[src/rtl/mvm_pkg.sv]
// Shared definitions for the mvm matrix-vector multiplier.
// Optional signed saturation is enabled with the MVM_SATURATE_EN macro.
package mvm_pkg;

   localparam logic [1:0] ST_IDLE    = 2'd0;
   localparam logic [1:0] ST_COMPUTE = 2'd1;
   localparam logic [1:0] ST_DONE    = 2'd2;

   // Accumulator width: full-precision signed sum when saturating, else wrap at WIDTH.
   function automatic int unsigned acc_width(input int unsigned width, input int unsigned dim);
`ifdef MVM_SATURATE_EN
      return 2 * width + $clog2(dim);
`else
      return width + 0 * dim;
`endif
   endfunction

   // Bit offset of element idx in a packed vector of count elements, element 0 in the MSBs.
   function automatic int unsigned elem_offset(input int unsigned idx, input int unsigned count,
                                               input int unsigned width);
      return (count - 1 - idx) * width;
   endfunction

endpackage

[src/rtl/mvm_mac_lane.sv]
// One row's multiply-accumulate lane with synchronous clear and enable.
// With MVM_SATURATE_EN the lane is signed and its output is clamped to WIDTH bits.
module mvm_mac_lane #(
   parameter int unsigned WIDTH = 8,
   parameter int unsigned ACC_W = 8
) (
   input  logic             clk,
   input  logic             rst_n,
   input  logic             clr,
   input  logic             en,
   input  logic [WIDTH-1:0] a,
   input  logic [WIDTH-1:0] b,
   output logic [WIDTH-1:0] res_c
);

   logic [ACC_W-1:0] acc;
   logic [ACC_W-1:0] prod;

`ifdef MVM_SATURATE_EN
   localparam logic signed [ACC_W-1:0] SAT_MAX = {{(ACC_W-WIDTH+1){1'b0}}, {(WIDTH-1){1'b1}}};
   localparam logic signed [ACC_W-1:0] SAT_MIN = {{(ACC_W-WIDTH+1){1'b1}}, {(WIDTH-1){1'b0}}};

   logic signed [2*WIDTH-1:0] full;

   // Full-precision signed product, sign-extended into the accumulator.
   always_comb begin
      full = $signed(a) * $signed(b);
      prod = ACC_W'(full);
   end

   // Clamp the accumulated sum to the signed WIDTH-bit range.
   always_comb begin
      res_c = WIDTH'(acc);
      if ($signed(acc) > SAT_MAX) begin
         res_c = WIDTH'(SAT_MAX);
      end else if ($signed(acc) < SAT_MIN) begin
         res_c = WIDTH'(SAT_MIN);
      end
   end
`else
   // Low WIDTH bits of the product; sum wraps naturally in the WIDTH-bit accumulator.
   always_comb begin
      prod  = ACC_W'(a * b);
      res_c = WIDTH'(acc);
   end
`endif

   // Accumulator register.
   always_ff @(posedge clk or negedge rst_n) begin
      if (!rst_n) begin
         acc <= '0;
      end else if (clr) begin
         acc <= '0;
      end else if (en) begin
         acc <= acc + prod;
      end
   end

endmodule

[src/rtl/mvm.sv]
// Sequential matrix-vector multiplier: all rows in parallel, one column per clock.
// Result appears SHARED_DIM+1 edges after start is accepted.
// Optional signed saturation is enabled with the MVM_SATURATE_EN macro.
module mvm
   import mvm_pkg::*;
#(
   parameter int unsigned MATRIX_ROWS = 3,
   parameter int unsigned SHARED_DIM  = 3,
   parameter int unsigned WIDTH       = 8
) (
   input  logic                                clk,
   input  logic                                reset,
   input  logic                                start,
   input  logic [MATRIX_ROWS*SHARED_DIM*WIDTH-1:0] matrix,
   input  logic [SHARED_DIM*WIDTH-1:0]         vector,
   output logic [MATRIX_ROWS*WIDTH-1:0]        result_vector,
   output logic                                done
);

   localparam int unsigned ACC_W = acc_width(WIDTH, SHARED_DIM);
   localparam int unsigned CNT_W = $clog2(SHARED_DIM + 1);
   localparam int unsigned NELEM = MATRIX_ROWS * SHARED_DIM;

   logic [1:0]                  state;
   logic [1:0]                  state_nxt;
   logic [CNT_W-1:0]            col;
   logic [NELEM*WIDTH-1:0]      m_q;
   logic [SHARED_DIM*WIDTH-1:0] v_q;
   logic                        accept;
   logic                        last;
   logic                        mac_en;
   logic [WIDTH-1:0]            a_sel [MATRIX_ROWS];
   logic [WIDTH-1:0]            b_sel;
   logic [WIDTH-1:0]            lane_res [MATRIX_ROWS];
   logic [MATRIX_ROWS*WIDTH-1:0] res_all;

   // Control decodes.
   always_comb begin
      accept = start && ((state == ST_IDLE) || (state == ST_DONE));
      last   = (state == ST_COMPUTE) && (col == CNT_W'(SHARED_DIM));
      mac_en = (state == ST_COMPUTE) && (col < CNT_W'(SHARED_DIM));
   end

   // State register.
   always_ff @(posedge clk or negedge reset) begin
      if (!reset) begin
         state <= ST_IDLE;
      end else begin
         state <= state_nxt;
      end
   end

   // Next-state logic.
   always_comb begin
      state_nxt = state;
      case (state)
         ST_IDLE, ST_DONE: if (start) state_nxt = ST_COMPUTE;
         ST_COMPUTE:       if (col == CNT_W'(SHARED_DIM)) state_nxt = ST_DONE;
         default:          state_nxt = ST_IDLE;
      endcase
   end

   // Operand latch, column counter and result/done registers.
   always_ff @(posedge clk or negedge reset) begin
      if (!reset) begin
         m_q           <= '0;
         v_q           <= '0;
         col           <= '0;
         result_vector <= '0;
         done          <= 1'b0;
      end else if (accept) begin
         m_q  <= matrix;
         v_q  <= vector;
         col  <= '0;
         done <= 1'b0;
      end else if (last) begin
         result_vector <= res_all;
         done          <= 1'b1;
      end else if (mac_en) begin
         col <= col + CNT_W'(1);
      end
   end

   // Select the current column's matrix elements and vector element.
   always_comb begin
      b_sel = '0;
      for (int r = 0; r < MATRIX_ROWS; r++) begin
         a_sel[r] = '0;
      end
      for (int c = 0; c < SHARED_DIM; c++) begin
         if (col == CNT_W'(c)) begin
            b_sel = v_q[elem_offset(c, SHARED_DIM, WIDTH) +: WIDTH];
            for (int r = 0; r < MATRIX_ROWS; r++) begin
               a_sel[r] = m_q[elem_offset(r * SHARED_DIM + c, NELEM, WIDTH) +: WIDTH];
            end
         end
      end
   end

   // Pack lane outputs, row 0 in the MSBs.
   always_comb begin
      res_all = '0;
      for (int r = 0; r < MATRIX_ROWS; r++) begin
         res_all[elem_offset(r, MATRIX_ROWS, WIDTH) +: WIDTH] = lane_res[r];
      end
   end

   for (genvar r = 0; r < MATRIX_ROWS; r++) begin : g_lane
      mvm_mac_lane #(
         .WIDTH (WIDTH),
         .ACC_W (ACC_W)
      ) u_lane (
         .clk   (clk),
         .rst_n (reset),
         .clr   (accept),
         .en    (mac_en),
         .a     (a_sel[r]),
         .b     (b_sel),
         .res_c (lane_res[r])
      );
   end

endmodule

[config.mk]
export PLATFORM = sky130hd
export DESIGN_NAME = mvm
export DESIGN_NICKNAME = d
export VERILOG_FILES = /design/src/rtl/mvm_pkg.sv /design/src/rtl/mvm_mac_lane.sv /design/src/rtl/mvm.sv
export SDC_FILE = /design/constraint.sdc
export NUM_CORES = 1
export LEC_CHECK = 0
export CAP_MARGIN = 40
export CORE_ASPECT_RATIO = 1.4
export CORE_MARGIN = 2
export CORE_UTILIZATION = 33
export CTS_BUF_LIST = sky130_fd_sc_hd__clkbuf_16
export DETAILED_ROUTE_END_ITERATION = 12
export PLACE_DENSITY = 0.6
export SLEW_MARGIN = 20
export SYNTH_ARGS = -nofsm -noshare
export SYNTH_HDL_FRONTEND = slang
export SYNTH_HIERARCHICAL = 1
export SYNTH_SLANG_ARGS = --single-unit
[constraint.sdc]
create_clock -name clk -period 5.4 [get_ports clk]
set_clock_uncertainty 0.2 [all_clocks]
set_input_delay 1.08 -clock clk [delete_from_list [all_inputs] [get_ports clk]]
set_output_delay 1.08 -clock clk [all_outputs]
set_load 0.01 [all_outputs]
**Run 1: the metal 1 layer**

Scale bar: 50 µm.
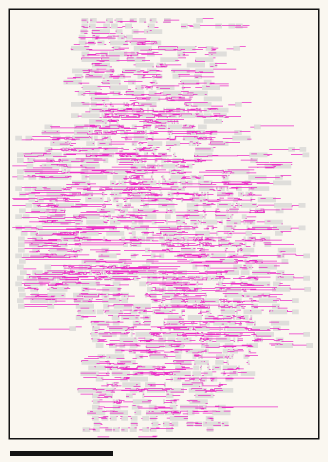
main direction: horizontal
wire length on this layer: 9610 µm
nets with wire on the layer: 1109

**Run 1: the metal 2 layer**

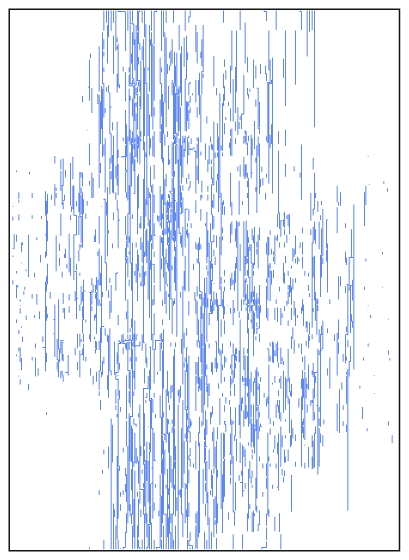
wire length on this layer: 11900 µm
nets with wire on the layer: 1049
share of all routed wire: 53%

**Run 1: met3 routing**

Scale bar: 50 µm.
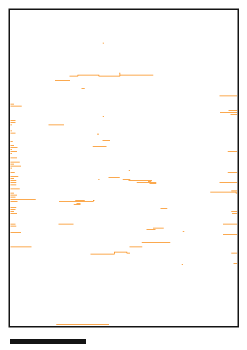
main direction: horizontal
share of all routed wire: 2.4%
longest straight run: 34.3 µm

==> impl_metrics.toml, run 1 <==
# flow metrics
[run_status]
status = "complete, no violations"

[global_route]
antenna_found_initial = 0
grt_pass1_vias = 6968
track_usage = 0.153
grt-busiest-layer = "met2"

[finish]
mi_logic_area_um2 = 5530
seq_area_um2 = 3730
comb-cell-share = 0.451

[synth]
top_area_cell = "dfrtp_1"
avgSynthCellArea_um2 = 11.0
yosys-stat-cells = 888
yosysWarnings = 6
async_flop_share = 1.00
ys_top_logic_family = "multiplexers"
synth_cell_type_count = 34
ys_seq_frac = 0.381

[placed_design]
dp.final_hpwl_um = 17200
dpl_worst_slack_ps = -58.2

[floorplanning]
ios = 124
fp-utilization = 0.335

[job]
cap_violations = 0

[clock_network]
cts.clk_slew.worst_paths_ps = 70

[setup_path]
r2r_end = "g_lane[1].u_lane/res_c[7]$_DFFE_PN0P_"
cp_max_fo = 18
timing.rr.start = "col[0]$_DFFE_PN0P_"
r2r_setup_slack_ps = 240
crit_arrival_ps = 5330
rr_worst_depth = 22

[drt]
drt-pass1-iter-count = 4
drc_errors = 0

[timing]
finalHoldViolCount = 0
worst_slack_ps = 237
fmax_ghz = 0.194

[min_path]
holdPathStages = 1
## run 1: placed cells by master (no fill, tap or decap), types with 2 or more instances in the layout
cell type	instances
dfrtp_1	148
nand2_1	143
mux2_2	126
clkdlybuf4s50_1	122
inv_1	109
ha_1	52
fa_1	52
xnor2_1	43
and2_1	34
o21ai_0	33
buf_4	27
nor2_1	26
mux2_4	23
clkbuf_16	18
mux2i_1	18
a21o_1	7
inv_6	6
buf_12	5
inv_8	4
clkinv_4	4
a21oi_1	4
xnor2_2	4
mux2_1	3
ha_4	3
a211oi_1	3
a21oi_2	2
xnor3_1	2
xor2_1	2
fa_2	2
nand4b_1	2
## run 1: per-layer routing
metal | vias up | part of all wire
met4 | 0 | 0.015
met1 | 3241 | 0.43
met5 | - | 0
li1 | 3143 | -
met3 | 14 | 0.024
met2 | 106 | 0.53
## run 1: worst max-delay path, cell delays in order (launching register included)
cell	delay (ps)
dfrtp_2	450
inv_4	100
ha_4	160
buf_12	140
nand2_1	50
o21ai_0	130
mux2_4	200
buf_4	110
buf_4	150
nand2_1	80
fa_1	500
inv_1	50
fa_1	450
ha_1	280
inv_1	50
fa_1	520
inv_1	70
fa_2	400
a21o_1	190
a21oi_2	140
xnor2_1	90
or4b_1	470
nand3_1	80
## run 1: state kept, by name, summed over array words and instances (netlist names)
name and count:
col 2, g_lane.u_lane/res_c 24, state 2, result_vector 24, done 1, v_q 24
m_q 72
## run 1: what timing repair did
item,in CTS,in global routing
pin swaps,0,2
resized,5,11
hold buffers,0,0
setup buffers,1,6
cloned,0,1
setup endpoints to repair,1,2
--- run 2 (diff from run 1) ---
--- a/config.mk
+++ b/config.mk
@@ -12,6 +12,7 @@
 export CTS_BUF_LIST = sky130_fd_sc_hd__clkbuf_16
 export DETAILED_ROUTE_END_ITERATION = 12
 export PLACE_DENSITY = 0.6
+export SETUP_SLACK_MARGIN = 0.4
 export SLEW_MARGIN = 20
 export SYNTH_ARGS = -nofsm -noshare
 export SYNTH_HDL_FRONTEND = slang
**Run 2: the metal 4 layer**

Scale bar: 50 µm.
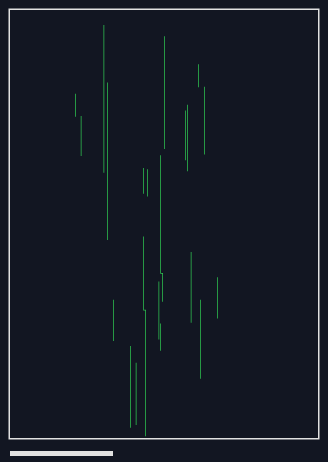
wire length on this layer: 747 µm
nets with wire on the layer: 15
longest straight run: 76.2 µm
main direction: vertical
share of all routed wire: 3.1%

**Run 2: the metal 2 layer**

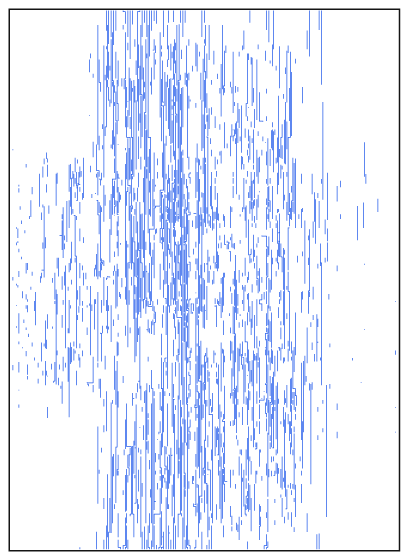
nets with wire on the layer: 1092
wire length on this layer: 12300 µm
longest straight run: 63.9 µm

**Run 2: met3 routing**

Scale bar: 50 µm.
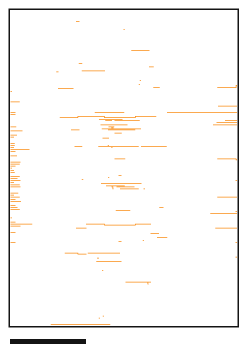
wire length on this layer: 897 µm
main direction: horizontal
nets with wire on the layer: 81
share of all routed wire: 3.7%
longest straight run: 45.8 µm

==> run 2 against run 1 <==
- die area did not move
- synthesized area is the same
- synthesized cell count did not move
- critical path depth fell by 2
- global-route usage grew 0.39 points
- via count is 3.2% higher
- hold slack lost 3.0 ps
- final cell count increased by 2.0%
- largest cell class unchanged
==> impl_metrics.toml, run 2 <==
# flow metrics
[synth]
ys_seq_frac = 0.381
avgSynthCellArea_um2 = 11.0
topCellsByArea = "dfrtp_1 (38%), mux2_2 (15%), fa_1 (11%)"
yosysWarnings = 6
yosys-stat-cells = 888
top_area_cell = "dfrtp_1"
async_flop_share = 1.00
top_cell_area_share = 0.381
edf_count = 0
synth_cell_type_count = 34

[floorplanning]
fp-utilization = 0.335
die_h_um = 208
ios = 124
std_cell_rows = 74

[setup_path]
timing.rr.start = "col[0]$_DFFE_PN0P_"
cpMostUsedCell = "ha_4"
crit_buf_inv = 4
cp_max_fo = 6
slowest_delay_ps = 530
crit_arrival_ps = 5120
critPathTopFamily = "adder cells"
worstPathCellList = "ha_4 -> buf_12 -> nand2_4 -> o21ai_4 -> mux2_4 -> buf_4 -> and2_4 -> fa_2 -> ha_4 -> ha_4 -> inv_1 -> fa_1 -> inv_1 -> ha_2 -> fa_2 -> a21o_1 -> a21oi_4 -> xnor2_2 -> or4b_1 -> nand3_1"
r2r_end = "g_lane[1].u_lane/res_c[7]$_DFFE_PN0P_"
rr_worst_depth = 20
r2r_setup_slack_ps = 460

[finish]
largest_reg_flops = 72
lay_top_cells = "dfrtp_1 (148), nand2_1 (131), clkdlybuf4s50_1 (122), mux2_2 (112), inv_1 (99)"
regMostFlops = "m_q"
layout.cells.most_common = "dfrtp_1"

[global_route]
grt-busiest-layer = "met2"
track_usage = 0.157
use_met3 = 0.0305
grt_pass1_vias = 6895
antenna_found_initial = 0

[placed_design]
dp.final_hpwl_um = 16400

[timing]
worst_slack_ps = 456
tightest_slew_ps = 719
finalHoldViolCount = 0
fmax_ghz = 0.202

[drt]
top_layer = "met4"
wirelength_met1_um = 10000
wl_met3_um = 896
met2_length_um = 12300
drt-pass1-iter-count = 4
drc_errors = 0

[clock_network]
cts_setup_buffers = 18
cts.clk_slew.worst_paths_ps = 70
hold_buffers = 0
cts_resized = 30

[min_path]
min_path_type = "register to register"
holdPathStages = 1
hold_path_end = "v_q[6]$_DFFE_PN0P_"

[job]
cap_violations = 0

[run_status]
status = "complete, no violations"
==> run 2: how the worst max path moves through the flow <==
| stage | startpoint | to | slack [ps] | cells past startpoint |
|---|---|---|---|---|
| floorplan | col[1]$_DFFE_PN0P_ | g_lane[1].u_lane/res_c[7]$_DFFE_PN0P_ | 430 | 21 |
| global placement | col[0]$_DFFE_PN0P_ | g_lane[1].u_lane/res_c[7]$_DFFE_PN0P_ | 170 | 19 |
| detailed placement | col[1]$_DFFE_PN0P_ | g_lane[1].u_lane/res_c[7]$_DFFE_PN0P_ | 30 | 19 |
| CTS | col[1]$_DFFE_PN0P_ | g_lane[2].u_lane/res_c[7]$_DFFE_PN0P_ | 390 | 20 |
| global route | col[0]$_DFFE_PN0P_ | g_lane[1].u_lane/res_c[7]$_DFFE_PN0P_ | 270 | 21 |
| finish | col[0]$_DFFE_PN0P_ | g_lane[1].u_lane/res_c[7]$_DFFE_PN0P_ | 460 | 20 |
==> run 2: logic make-up after synthesis <==
group / share of synthesized area
compound gates: 0.0312
fa+ha+maj: 0.181
simple gates: 0.0940
mux: 0.201
buf+inv: 0.0613
flops: 0.381
xor+xnor: 0.0500
==> run 2: area by class of cell <==
type	instances	area, µm²	share of cell area
clock buffer	17	425	0.0326
sequential	149	3730	0.286
inverter	111	419	0.0321
clock inverter	14	155	0.0119
tap	380	475	0.0364
timing repair buffer	183	1980	0.152
multi-input combinational	597	5880	0.450
==> run 2: worst register-to-register path, cell delays in order (launching register included) <==
cell	delay, ps
dfrtp_2	460
ha_4	230
buf_12	170
nand2_4	70
o21ai_4	60
mux2_4	330
buf_4	160
and2_4	150
fa_2	400
ha_4	250
ha_4	260
inv_1	50
fa_1	530
inv_1	40
ha_2	190
fa_2	340
a21o_1	190
a21oi_4	140
xnor2_2	80
or4b_1	510
nand3_1	100
--- run 3 (diff from run 2) ---
--- a/config.mk
+++ b/config.mk
@@ -9,7 +9,7 @@
 export CORE_ASPECT_RATIO = 1.4
 export CORE_MARGIN = 2
 export CORE_UTILIZATION = 33
-export CTS_BUF_LIST = sky130_fd_sc_hd__clkbuf_16
+export CTS_BUF_LIST = sky130_fd_sc_hd__clkbuf_4 sky130_fd_sc_hd__clkbuf_8
 export DETAILED_ROUTE_END_ITERATION = 12
 export PLACE_DENSITY = 0.6
 export SETUP_SLACK_MARGIN = 0.4
@@ -18,3 +18,4 @@
 export SYNTH_HDL_FRONTEND = slang
 export SYNTH_HIERARCHICAL = 1
 export SYNTH_SLANG_ARGS = --single-unit
+export TNS_END_PERCENT = 5
**Run 3: met3 routing**

Scale bar: 50 µm.
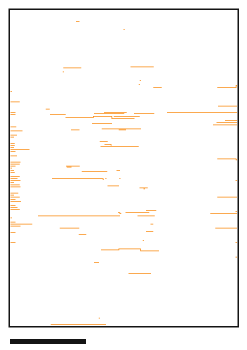
longest straight run: 53.6 µm
share of all routed wire: 3.6%
nets with wire on the layer: 80
wire length on this layer: 864 µm

**Run 3: the metal 2 layer**

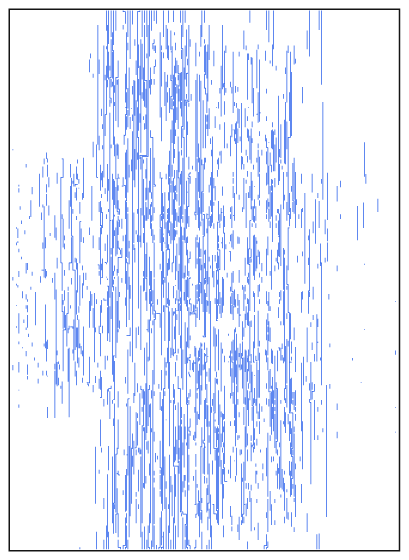
main direction: vertical
longest straight run: 88.7 µm
nets with wire on the layer: 1109
share of all routed wire: 52%
wire length on this layer: 12700 µm

**Run 3: the metal 1 layer**

Scale bar: 50 µm.
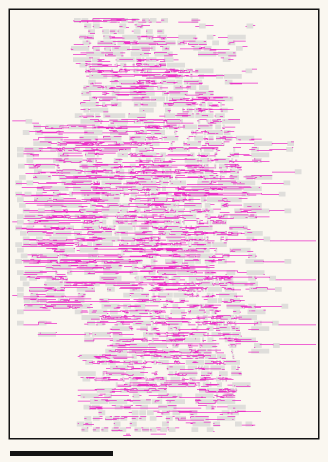
nets with wire on the layer: 1174
main direction: horizontal
longest straight run: 40.0 µm
share of all routed wire: 42%
wire length on this layer: 10100 µm

==> run 3 against run 2 <==
- final cell count is 0.90% higher
- synthesized area stayed put
- critical path depth is 2 lower
- first-iteration DRC count is 0.89% lower
- via count is 0.82% higher
- utilization hardly changed
- sequential share of layout area hardly changed
- highest routed layer unchanged
- fmax is 0.32% lower
- register-to-register slack worse by 20 ps
- hold slack better by 7.3 ps
==> impl_metrics.toml, run 3 <==
# flow metrics
[run_status]
status = "complete, no violations"

[clock_network]
numClockSinks = 149
cts-htree-levels = 4
clk_path_buf_depth = 2
cts_buffers = 17
cts.clk_slew.worst_paths_ps = 90
cts-root-buf = "clkbuf_8"

[finish]
syn_to_final_growth_pct = 33.5
nFillCells = 2700
stdcell_count = 1464
largest_reg_flops = 72
layout.cells.most_common = "dfrtp_1"
lay_top_cells = "dfrtp_1 (148), nand2_1 (126), clkdlybuf4s50_1 (122), mux2_2 (106), inv_1 (100)"
num-nets-final = 1280
n_antenna_cell = 0
drive_gt1_frac = 0.315
seq_area_um2 = 3730
fin_util = 0.448
mi_logic_area_um2 = 5960
regMostFlops = "m_q"

[synth]
top_area_cell = "dfrtp_1"
synth_area_um2 = 9780
synthFlopType = "dfrtp_1"
synth_cell_type_count = 34
yosysWarnings = 6
top_cells_by_count = "dfrtp_1 (149), nand2_1 (143), mux2_2 (129)"
top_cell_area_share = 0.381
edf_count = 0
topCellsByArea = "dfrtp_1 (38%), mux2_2 (15%), fa_1 (11%)"
yosys-stat-cells = 888
avgSynthCellArea_um2 = 11.0
async_flop_share = 1.00
synth_nets = 1096
ys_seq_frac = 0.381
yosys_area_um2 = 9780
synth.most_common_cell = "dfrtp_1"

[timing]
tns_ps = 0
rsz0062_at_grt = "true"
drv_slew = 0
worst_slack_ps = 440
finalHoldViolCount = 0
finalClockPeriodUsage = 0.919
tightest_slew_ps = 731
fmax_ghz = 0.202
setup_violations = 0
holdWs_ps = 309

[placed_design]
dp.final_hpwl_um = 16400
dpl-instance-area_um2 = 11500
place.gp.congestion = 0.808
dpl_worst_slack_ps = 27.8

[global_route]
grt_overflow = 0
track_usage = 0.160
grt_pass1_vias = 6973
grt_first_pass_wirelength_um = 38000
antenna_found_initial = 0

[floorplanning]
ios = 124
die_area_um2 = 31000
std_cell_rows = 74
fp-utilization = 0.335
die_h_um = 208
die_w_um = 149

[min_path]
min_path_type = "register to register"
min_from = "v_q[6]$_DFFE_PN0P_"

[drt]
ant_nets = 0
drt-pass1-iter-count = 4
wl_um = 24200
vias = 6765
drt_iter0_drc = 333
drc_errors = 0
via_per_inst = 4.62
wl_per_cell_um = 16.5

[setup_path]
cp_max_fo = 9
startpoint = "col[0]$_DFFE_PN0P_"
crit_buf_inv = 6
cpMaxStageDelayCell = "fa_1"
worstPathCellList = "inv_4 -> ha_4 -> buf_12 -> buf_4 -> mux2_4 -> buf_6 -> and2_1 -> fa_1 -> ha_4 -> fa_1 -> inv_2 -> fa_1 -> inv_2 -> ha_4 -> a21oi_4 -> xnor2_2 -> or4b_1 -> nand3_1"
crit_arrival_ps = 5170
critPathLaunchType = "register"
critPathTopFamily = "adder cells"
r2r_setup_slack_ps = 440
slowest_delay_ps = 560
critical_path_class = "register to register"
cp_data_required_time_ps = 5610
timing.rr.start = "col[0]$_DFFE_PN0P_"

[job]
tool_warnings = 33
cap_violations = 0
-- run 3: cell counts after synthesis --
No cell type changed its count.
-- run 3: layer usage --
layer  wire length, µm  share of wire  GRT usage
met1             10100           0.42      0.194
met2             12700           0.52      0.275
met3               864          0.036     0.0334
met4               523          0.022     0.0634
met5                 0              0          0
-- run 3: path summary, 6_finish.rpt --
kind | to | cells past startpoint
setup reg to reg | g_lane[1].u_lane/res_c[7]$_DFFE_PN0P_ | 18
hold reg to reg | v_q[6]$_DFFE_PN0P_ | 1
min in group asynchronous | m_q[13]$_DFFE_PN0P_ | 1
max in group asynchronous | col[0]$_DFFE_PN0P_ | 2
hold / removal | v_q[6]$_DFFE_PN0P_ | 1
setup / recovery | g_lane[1].u_lane/res_c[7]$_DFFE_PN0P_ | 18
-- run 3: kinds of logic after synthesis --
family / share of synthesized area
XOR/XNOR: 0.0500
adder cells (fa/ha/maj): 0.181
AND/OR/NAND/NOR: 0.0940
flip-flops: 0.381
AND-OR/OR-AND: 0.0312
multiplexers: 0.201
buffers and inverters: 0.0613
-- run 3: final cells by class --
cell class / count / share of cell area
Tap cell: 380 / 0.0364
Sequential cell: 149 / 0.286
Inverter: 111 / 0.0321
Timing Repair Buffer: 195 / 0.159
Clock inverter: 13 / 0.0116
Clock buffer: 18 / 0.0190
Multi-Input combinational cell: 598 / 0.457
-- run 3: timing repair --
action	CTS	global route
gates resized	44	114
pin swaps	6	61
cloned	6	3
hold buffers	0	0
endpoints found under the setup margin	4	3
setup buffers	18	33
